**config.mk**
```make
export PLATFORM = sky130hd
export DESIGN_NAME = util_upack2_timestamp
export DESIGN_NICKNAME = d
export VERILOG_FILES = /design/src/rtl/util_upack2_timestamp.sv
export SDC_FILE = /design/constraint.sdc
export NUM_CORES = 1
export LEC_CHECK = 0
export CAP_MARGIN = 10
export CORE_ASPECT_RATIO = 1.5
export CORE_UTILIZATION = 25
export CTS_BUF_LIST = sky130_fd_sc_hd__clkbuf_4
export CTS_CLUSTER_SIZE = 10
export DETAILED_ROUTE_END_ITERATION = 10
export SLEW_MARGIN = 20
export SYNTH_ARGS = -nofsm -noshare
export SYNTH_HDL_FRONTEND = slang
export SYNTH_SLANG_ARGS = --single-unit
```
**constraint.sdc**
```tcl
create_clock -name dac_clk -period 4.5 [get_ports dac_clk]
set_clock_uncertainty 0.2 [all_clocks]
set_input_delay 0.9 -clock dac_clk [delete_from_list [all_inputs] [get_ports dac_clk]]
set_output_delay 0.9 -clock dac_clk [all_outputs]
set_load 0.01 [all_outputs]
```
**src/rtl/util_upack2_timestamp.sv**
```systemverilog
// Timestamp gate between a DMA stream and the DAC unpacker: each block opens with a 64-bit header word, and the block is held until the sample counter reaches that header.
// Optional build macro UTIL_UPACK2_TIMESTAMP_LATE_DROP_EN: discard late blocks instead of playing them immediately.
module util_upack2_timestamp #(
  parameter int NUM_OF_CHANNELS     = 4,
  parameter int SAMPLE_DATA_WIDTH   = 16,
  parameter int SAMPLES_PER_CHANNEL = 1,
  localparam int DW = NUM_OF_CHANNELS * SAMPLE_DATA_WIDTH * SAMPLES_PER_CHANNEL
) (
  input  logic          dac_clk,
  input  logic          dac_resetn,
  input  logic [63:0]   timestamp,
  input  logic [31:0]   timestamp_every,
  input  logic          s_valid,
  output logic          s_ready,
  input  logic [DW-1:0] s_data,
  output logic          m_valid,
  input  logic          m_ready,
  output logic [DW-1:0] m_data,
  output logic          late,
  output logic          underflow,
  output logic [15:0]   late_count
);

  generate
    if (DW != 64) begin : g_dw_check
      $error("util_upack2_timestamp: channel/sample configuration must give a 64-bit word");
    end
  endgenerate

  typedef enum logic [2:0] {S_PASS, S_HEADER, S_WAIT, S_STREAM, S_LATE} state_t;

  state_t      r_state;
  logic [63:0] r_ts_target;
  logic [31:0] r_blk_len;
  logic [31:0] r_cnt;
  logic [15:0] r_late_count;

  state_t w_state_next;
  logic   w_s_ready;
  logic   w_m_valid;
  logic   w_late;
  logic   w_underflow;
  logic   w_hdr_take;
  logic   w_word_take;
  logic   w_last;

  assign w_last = (r_cnt == r_blk_len - 32'd1);

  always_comb begin
    w_state_next = r_state;
    w_s_ready    = 1'b0;
    w_m_valid    = 1'b0;
    w_late       = 1'b0;
    w_underflow  = 1'b0;
    w_hdr_take   = 1'b0;
    w_word_take  = 1'b0;
    case (r_state)
      S_PASS: begin
        w_m_valid = s_valid;
        w_s_ready = m_ready;
        // Only leave pass-through between words so nothing in flight is cut.
        if (timestamp_every != 32'd0 && !(s_valid && m_ready))
          w_state_next = S_HEADER;
      end
      S_HEADER: begin
        w_s_ready = 1'b1;
        if (timestamp_every == 32'd0) begin
          w_state_next = S_PASS;
        end else if (s_valid) begin
          w_hdr_take = 1'b1;
          if (s_data <= timestamp) begin
            w_late       = 1'b1;
            w_state_next = S_LATE;
          end else begin
            w_state_next = S_WAIT;
          end
        end
      end
      S_WAIT: begin
        if (timestamp >= r_ts_target)
          w_state_next = S_STREAM;
      end
      S_STREAM: begin
        w_m_valid   = s_valid;
        w_s_ready   = m_ready;
        w_underflow = m_ready && !s_valid;
        w_word_take = s_valid && m_ready;
        if (w_word_take && w_last)
          w_state_next = S_HEADER;
      end
      S_LATE: begin
`ifdef UTIL_UPACK2_TIMESTAMP_LATE_DROP_EN
        w_s_ready   = 1'b1;
        w_word_take = s_valid;
`else
        w_m_valid   = s_valid;
        w_s_ready   = m_ready;
        w_underflow = m_ready && !s_valid;
        w_word_take = s_valid && m_ready;
`endif
        if (w_word_take && w_last)
          w_state_next = S_HEADER;
      end
      default: w_state_next = S_PASS;
    endcase
  end

  always_ff @(posedge dac_clk or negedge dac_resetn) begin
    if (!dac_resetn) begin
      r_state      <= S_PASS;
      r_ts_target  <= 64'd0;
      r_blk_len    <= 32'd0;
      r_cnt        <= 32'd0;
      r_late_count <= 16'd0;
    end else begin
      r_state <= w_state_next;
      // Block length is frozen at the header so mid-block changes wait for the next block.
      if (w_hdr_take) begin
        r_ts_target <= s_data;
        r_blk_len   <= timestamp_every;
        r_cnt       <= 32'd0;
      end else if (w_word_take) begin
        r_cnt <= r_cnt + 32'd1;
      end
      if (w_late && r_late_count != 16'hFFFF)
        r_late_count <= r_late_count + 16'd1;
    end
  end

  // Handshake outputs are forced low while reset is held, independent of the clock.
  assign s_ready    = dac_resetn & w_s_ready;
  assign m_valid    = dac_resetn & w_m_valid;
  assign late       = dac_resetn & w_late;
  assign underflow  = dac_resetn & w_underflow;
  assign m_data     = s_data;
  assign late_count = r_late_count;

endmodule

```
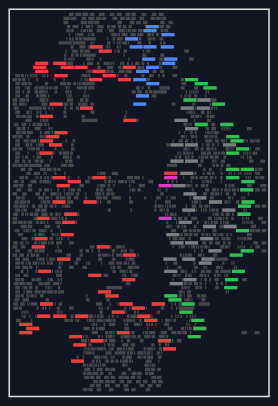
**Above:** where the registers sit.
(1.5 px per um)
magenta -> r_state  # flops 3
green -> r_blk_len  # flops 32
blue -> late_count  # flops 16, where top center
red -> r_ts_target  # flops 64
not colored = 32
sequential cell power: 2.16 mW
area occupied by registers: 3679 um2

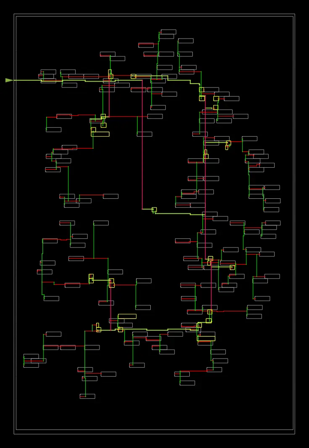
**Above:** clock wiring as the flow saved it.
power attributed to the clock group: 906 uW
number of clock sinks: 147
clk_buf instances: 17
number of buffers added by the clock tree synthesis step: 17

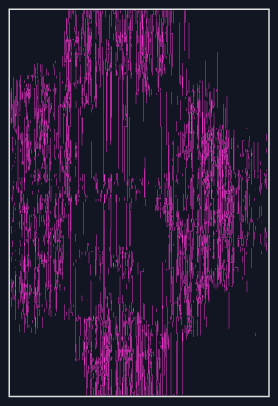
**Above:** metal 2.
(1.5 px per um)
longest straight run = 83.6 um
share of all routed wire = 54%
wire length on this layer = 18500 um
main direction = vertical
nets with wire on the layer = 1618

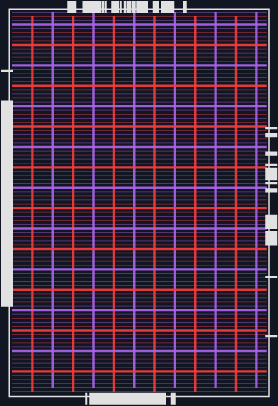
**Above:** power grid.
(1.5 px per um) Pins as bars on the die edge.
red -> VSS
purple -> VDD
met4 straps = 12
met1 rails = 94
signal pins = 248
rows = 93
die extent in x: 172.1 um
Core Region: 42940 um2

==> report_table.html <==
<!-- implementation run metrics -->
<table>
<tr><th>Metric</th><th>Value</th></tr>
<tr><th colspan="2">Outcome</th></tr>
<tr><td>Status</td><td>finished clean</td></tr>
<tr><th colspan="2">Power and ir drop</th></tr>
<tr><td>Net Switching</td><td>2.459 mW</td></tr>
<tr><td>Part of the total power dissipated in combinational logic</td><td>0.474</td></tr>
<tr><td>Switching share of power</td><td>0.4213</td></tr>
<tr><td>Max IR drop VDD</td><td>154.8 uV</td></tr>
<tr><td>Main power-consuming group</td><td>combinational logic</td></tr>
<tr><td>Total combinational power</td><td>2.77 mW</td></tr>
<tr><td>Internal power of the cells</td><td>3.377 mW</td></tr>
<tr><td>Power per cell area</td><td>388.1 nW/um2</td></tr>
<tr><td>Static leakage power</td><td>7.106 nW</td></tr>
<tr><td>Clock Power Share</td><td>0.155</td></tr>
<tr><td>Share of power burned in registers</td><td>0.370</td></tr>
<tr><th colspan="2">Floorplan</th></tr>
<tr><td>Count of standard-cell rows</td><td>93</td></tr>
<tr><td>Count of pins on the block boundary</td><td>248</td></tr>
<tr><td>Die Area</td><td>44280 um2</td></tr>
<tr><td>Initial cell density of the core</td><td>0.2528</td></tr>
<tr><th colspan="2">Logic synthesis</th></tr>
<tr><td>Flip-flops with a built-in enable</td><td>0</td></tr>
<tr><td>Prevailing logic family in the synthesized netlist</td><td>simple AND/OR/NAND/NOR gates</td></tr>
<tr><td>Total of warnings raised by yosys</td><td>0</td></tr>
<tr><td>Yosys synthesis chip area</td><td>10860 um2</td></tr>
<tr><td>Instance count of the mapped netlist</td><td>1287</td></tr>
<tr><td>Proportion of synthesized flip-flops having asynchronous set or reset</td><td>1.000</td></tr>
<tr><td>Area share of and/or/nand/nor cells after synthesis</td><td>0.2015</td></tr>
<tr><td>MUX area fraction</td><td>0.008875</td></tr>
<tr><td>Primary FF master, synth</td><td>dfrtp_1</td></tr>
<tr><td>Fraction of the mapped netlist area in adder cells</td><td>0.1510</td></tr>
<tr><td>Seq/Total Area, Yosys</td><td>0.3389</td></tr>
<tr><td>Number of distinct standard cells referenced by the synthesized netlist</td><td>66</td></tr>
<tr><td>Synth Area per Inst</td><td>8.435 um2</td></tr>
<tr><td>Cells in synth_stat.txt</td><td>1287</td></tr>
<tr><td>Post-synthesis cell area</td><td>10860 um2</td></tr>
<tr><td>Synth Area in Compound Gates</td><td>0.1263</td></tr>
<tr><td>Post-Syn Nets</td><td>1582</td></tr>
<tr><td>XOR/XNOR Fraction of Synth Area</td><td>0.06616</td></tr>
<tr><td>Number of register bits inferred by synthesis</td><td>147</td></tr>
<tr><th colspan="2">Setup path</th></tr>
<tr><td>WP data required</td><td>3.40 ns</td></tr>
<tr><td>Critical path startpoint category</td><td>input pin</td></tr>
<tr><td>Critical Path Fanout Max</td><td>2</td></tr>
<tr><td>Nature of the critical path endpoint</td><td>output port</td></tr>
<tr><td>Crit path kind</td><td>input pin to output port</td></tr>
<tr><td>CP arrival</td><td>3.32 ns</td></tr>
<tr><th colspan="2">STA</th></tr>
<tr><td># setup viols final</td><td>0</td></tr>
<tr><td>Final worst slack</td><td>0.07825 ns</td></tr>
<tr><td>Final sum of negative setup slack</td><td>0 ns</td></tr>
<tr><td>Final Hold Vio Count</td><td>0</td></tr>
<tr><td>Fmax</td><td>0.2262 GHz</td></tr>
<tr><td>Final worst path period need</td><td>4.422 ns</td></tr>
<tr><td>Post-route fraction of the period consumed by the critical path</td><td>0.9826</td></tr>
<tr><td>Unrepaired setup endpoints after global routing</td><td>false</td></tr>
<tr><td>Slew of the pin with the lowest slew margin</td><td>0.8703 ns</td></tr>
<tr><td>Worst slew margin</td><td>0.4198</td></tr>
<tr><td>Final Max-Slew Violation Tally</td><td>0</td></tr>
<tr><th colspan="2">Global route</th></tr>
<tr><td>Largest net degree at the start of global routing</td><td>76</td></tr>
<tr><td>GRT Resource Usage Total</td><td>0.1606</td></tr>
<tr><td>Initial antenna violation count</td><td>2</td></tr>
<tr><td>Vias in the first global route</td><td>10554</td></tr>
<tr><td>Total congestion overflow after global routing</td><td>0</td></tr>
<tr><td>Wire length of the first global-routing pass</td><td>54770 um</td></tr>
<tr><th colspan="2">Clock tree</th></tr>
<tr><td>Clock tree from TritonCTS</td><td>yes</td></tr>
<tr><td>Clock latency of the later-clocked register in the worst-skew pair</td><td>0.60 ns</td></tr>
<tr><td>Clock edge transition at the registers on the reported setup and hold paths</td><td>0.11 ns</td></tr>
<tr><td>Buffer type at the clock tree root</td><td>clkbuf_4</td></tr>
<tr><td>Number of buffers on the longest clock path</td><td>2</td></tr>
<tr><td>Level count of the clock H-tree</td><td>4</td></tr>
<tr><th colspan="2">Cells and area</th></tr>
<tr><td>Number of nets at the end of the flow</td><td>1892</td></tr>
<tr><td>Most frequent logic cell in the layout</td><td>clkdlybuf4s50_1</td></tr>
<tr><td>Final design instance area without fill</td><td>15030 um2</td></tr>
<tr><td>Most frequent cells in the layout</td><td>clkdlybuf4s50_1 (231), nand2_1 (206), dfrtp_1 (147)</td></tr>
<tr><td>Area growth from synthesis to final layout</td><td>38.50%</td></tr>
<tr><td>Layout cells sized above 1</td><td>0.1374</td></tr>
<tr><th colspan="2">Routing</th></tr>
<tr><td>Post-DR vias/cell</td><td>4.578</td></tr>
<tr><td>Detailed-router iteration count before antenna repair</td><td>5</td></tr>
<tr><td>DRC violation count after routing</td><td>0</td></tr>
<tr><td>Total wire length</td><td>34340 um</td></tr>
<tr><td>Detail-routed net length per standard cell</td><td>15.74 um</td></tr>
<tr><td>Violation count after the first detailed-routing iteration</td><td>483</td></tr>
<tr><td>Count of antenna-violating nets left after detailed routing</td><td>0</td></tr>
<tr><td>Total number of vias</td><td>9990</td></tr>
<tr><th colspan="2">Placed design</th></tr>
<tr><td>Placed cell areas</td><td>14500 um2</td></tr>
<tr><td>Count of buffers inserted at the top-level ports</td><td>247</td></tr>
<tr><td>Post-DP HPWL</td><td>28040 um</td></tr>
<tr><td>Worst setup timing slack at the placement stage</td><td>-0.8341 ns</td></tr>
<tr><td>Placer's final routability congestion estimate</td><td>0.9002</td></tr>
<tr><th colspan="2">Flow run</th></tr>
<tr><td>Number of warnings in the stage logs</td><td>26</td></tr>
<tr><td>Number of max-cap violations</td><td>0</td></tr>
<tr><th colspan="2">Hold path</th></tr>
<tr><td>Class of the worst hold path</td><td>flop to flop</td></tr>
</table>
==> cell type report <==
cell class,instances,area (um2)
inverter,140,525.5
tap,570,713.2
clock buffer,17,127.6
timing repair buffer,394,3641
clock inverter,14,162.7
fill,4373,27900
multi-input combinational,897,6178
sequential,147,3679
antenna,3,7.507
==> flip-flops by register name, summed over array words and instances, names as in the netlist <==
register and flops:
r_ts_target 64, r_cnt 32, late_count 16, r_state 3, r_blk_len 32
==> per-layer routing <==
metal | global-route usage | part of all wire
met5 | 0 | 0
met4 | 0.04671 | 0.020
met3 | 0.04014 | 0.054
met2 | 0.3039 | 0.54
met1 | 0.1710 | 0.39
==> final timing paths <==
kind | startpoint | to | slack [ns] | depth (start not counted)
min | late_count[7] | late_count[7] | 0.30 | 1
max reg2reg | r_blk_len[0] | r_state[1] | 0.54 | 10
min in group asynchronous | dac_resetn | r_cnt[10] | 0.48 | 2
max in group asynchronous | dac_resetn | r_ts_target[38] | 2.30 | 4
min reg2reg | late_count[7] | late_count[7] | 0.30 | 1
max | timestamp[41] | late | 0.08 | 13
==> critical path, stage by stage <==
cell and delay (ns):
clkdlybuf4s50_1 0.47, inv_1 0.07, ha_4 0.21, nand4_1 0.16, buf_4 0.15, nor3_1 0.04
a221o_1 0.33, a211oi_2 0.20, buf_4 0.14, o211ai_1 0.11, a22o_4 0.27, nor2_4 0.14
buf_6 0.12
==> synth_stat cells, types with 4 or more instances <==
| library cell | n | area (um2) |
|---|---|---|
| nand2_1 | 206 | 773.2 |
| dfrtp_1 | 147 | 3679 |
| inv_1 | 140 | 525.5 |
| ha_1 | 131 | 1639 |
| o21ai_0 | 98 | 490.5 |
| nor2_1 | 70 | 262.8 |
| buf_4 | 65 | 488.0 |
| a21oi_1 | 46 | 230.2 |
| nand4_1 | 43 | 269.0 |
| xor2_1 | 42 | 367.9 |
| xnor2_1 | 40 | 350.3 |
| clkbuf_1 | 33 | 123.9 |
| nand3_1 | 27 | 135.1 |
| a21o_1 | 22 | 165.2 |
| nor4_1 | 22 | 137.6 |
| nor3_1 | 18 | 90.09 |
| and3_1 | 14 | 87.58 |
| a211oi_1 | 12 | 90.09 |
| or3_1 | 8 | 50.05 |
| o211ai_1 | 7 | 52.55 |
| nor2b_1 | 6 | 37.54 |
| a31oi_1 | 5 | 31.28 |
| and2_1 | 5 | 31.28 |
| mux2_2 | 5 | 56.30 |
| or4_1 | 5 | 37.54 |
| mux2i_1 | 4 | 40.04 |
| nand2b_1 | 4 | 25.02 |
| o2111ai_1 | 4 | 35.03 |
==> stage by stage <==
step | cells | util | hold WS [ns] | power [mW]
floorplan | 1287 | - | 0.2538 | 3.909
global placement | 2144 | 0.3378 | 0.2734 | 4.866
detailed placement | 2144 | 0.3378 | 0.2862 | 4.953
CTS | 2179 | 0.3461 | 0.3099 | 5.908
global route | 2181 | 0.3501 | 0.3215 | 6.383
finish | 2182 | 0.3501 | 0.3028 | 5.835
==> what timing repair did <==
action	4_1_cts	5_1_grt
buffers inserted	3	0
gates resized	10	36
hold buffers	1	0
setup endpoints to repair	1	1
pin swaps	9	10
endpoints found under the hold margin	12	0
No activity file was given, so power comes from the tool's default toggle rates.
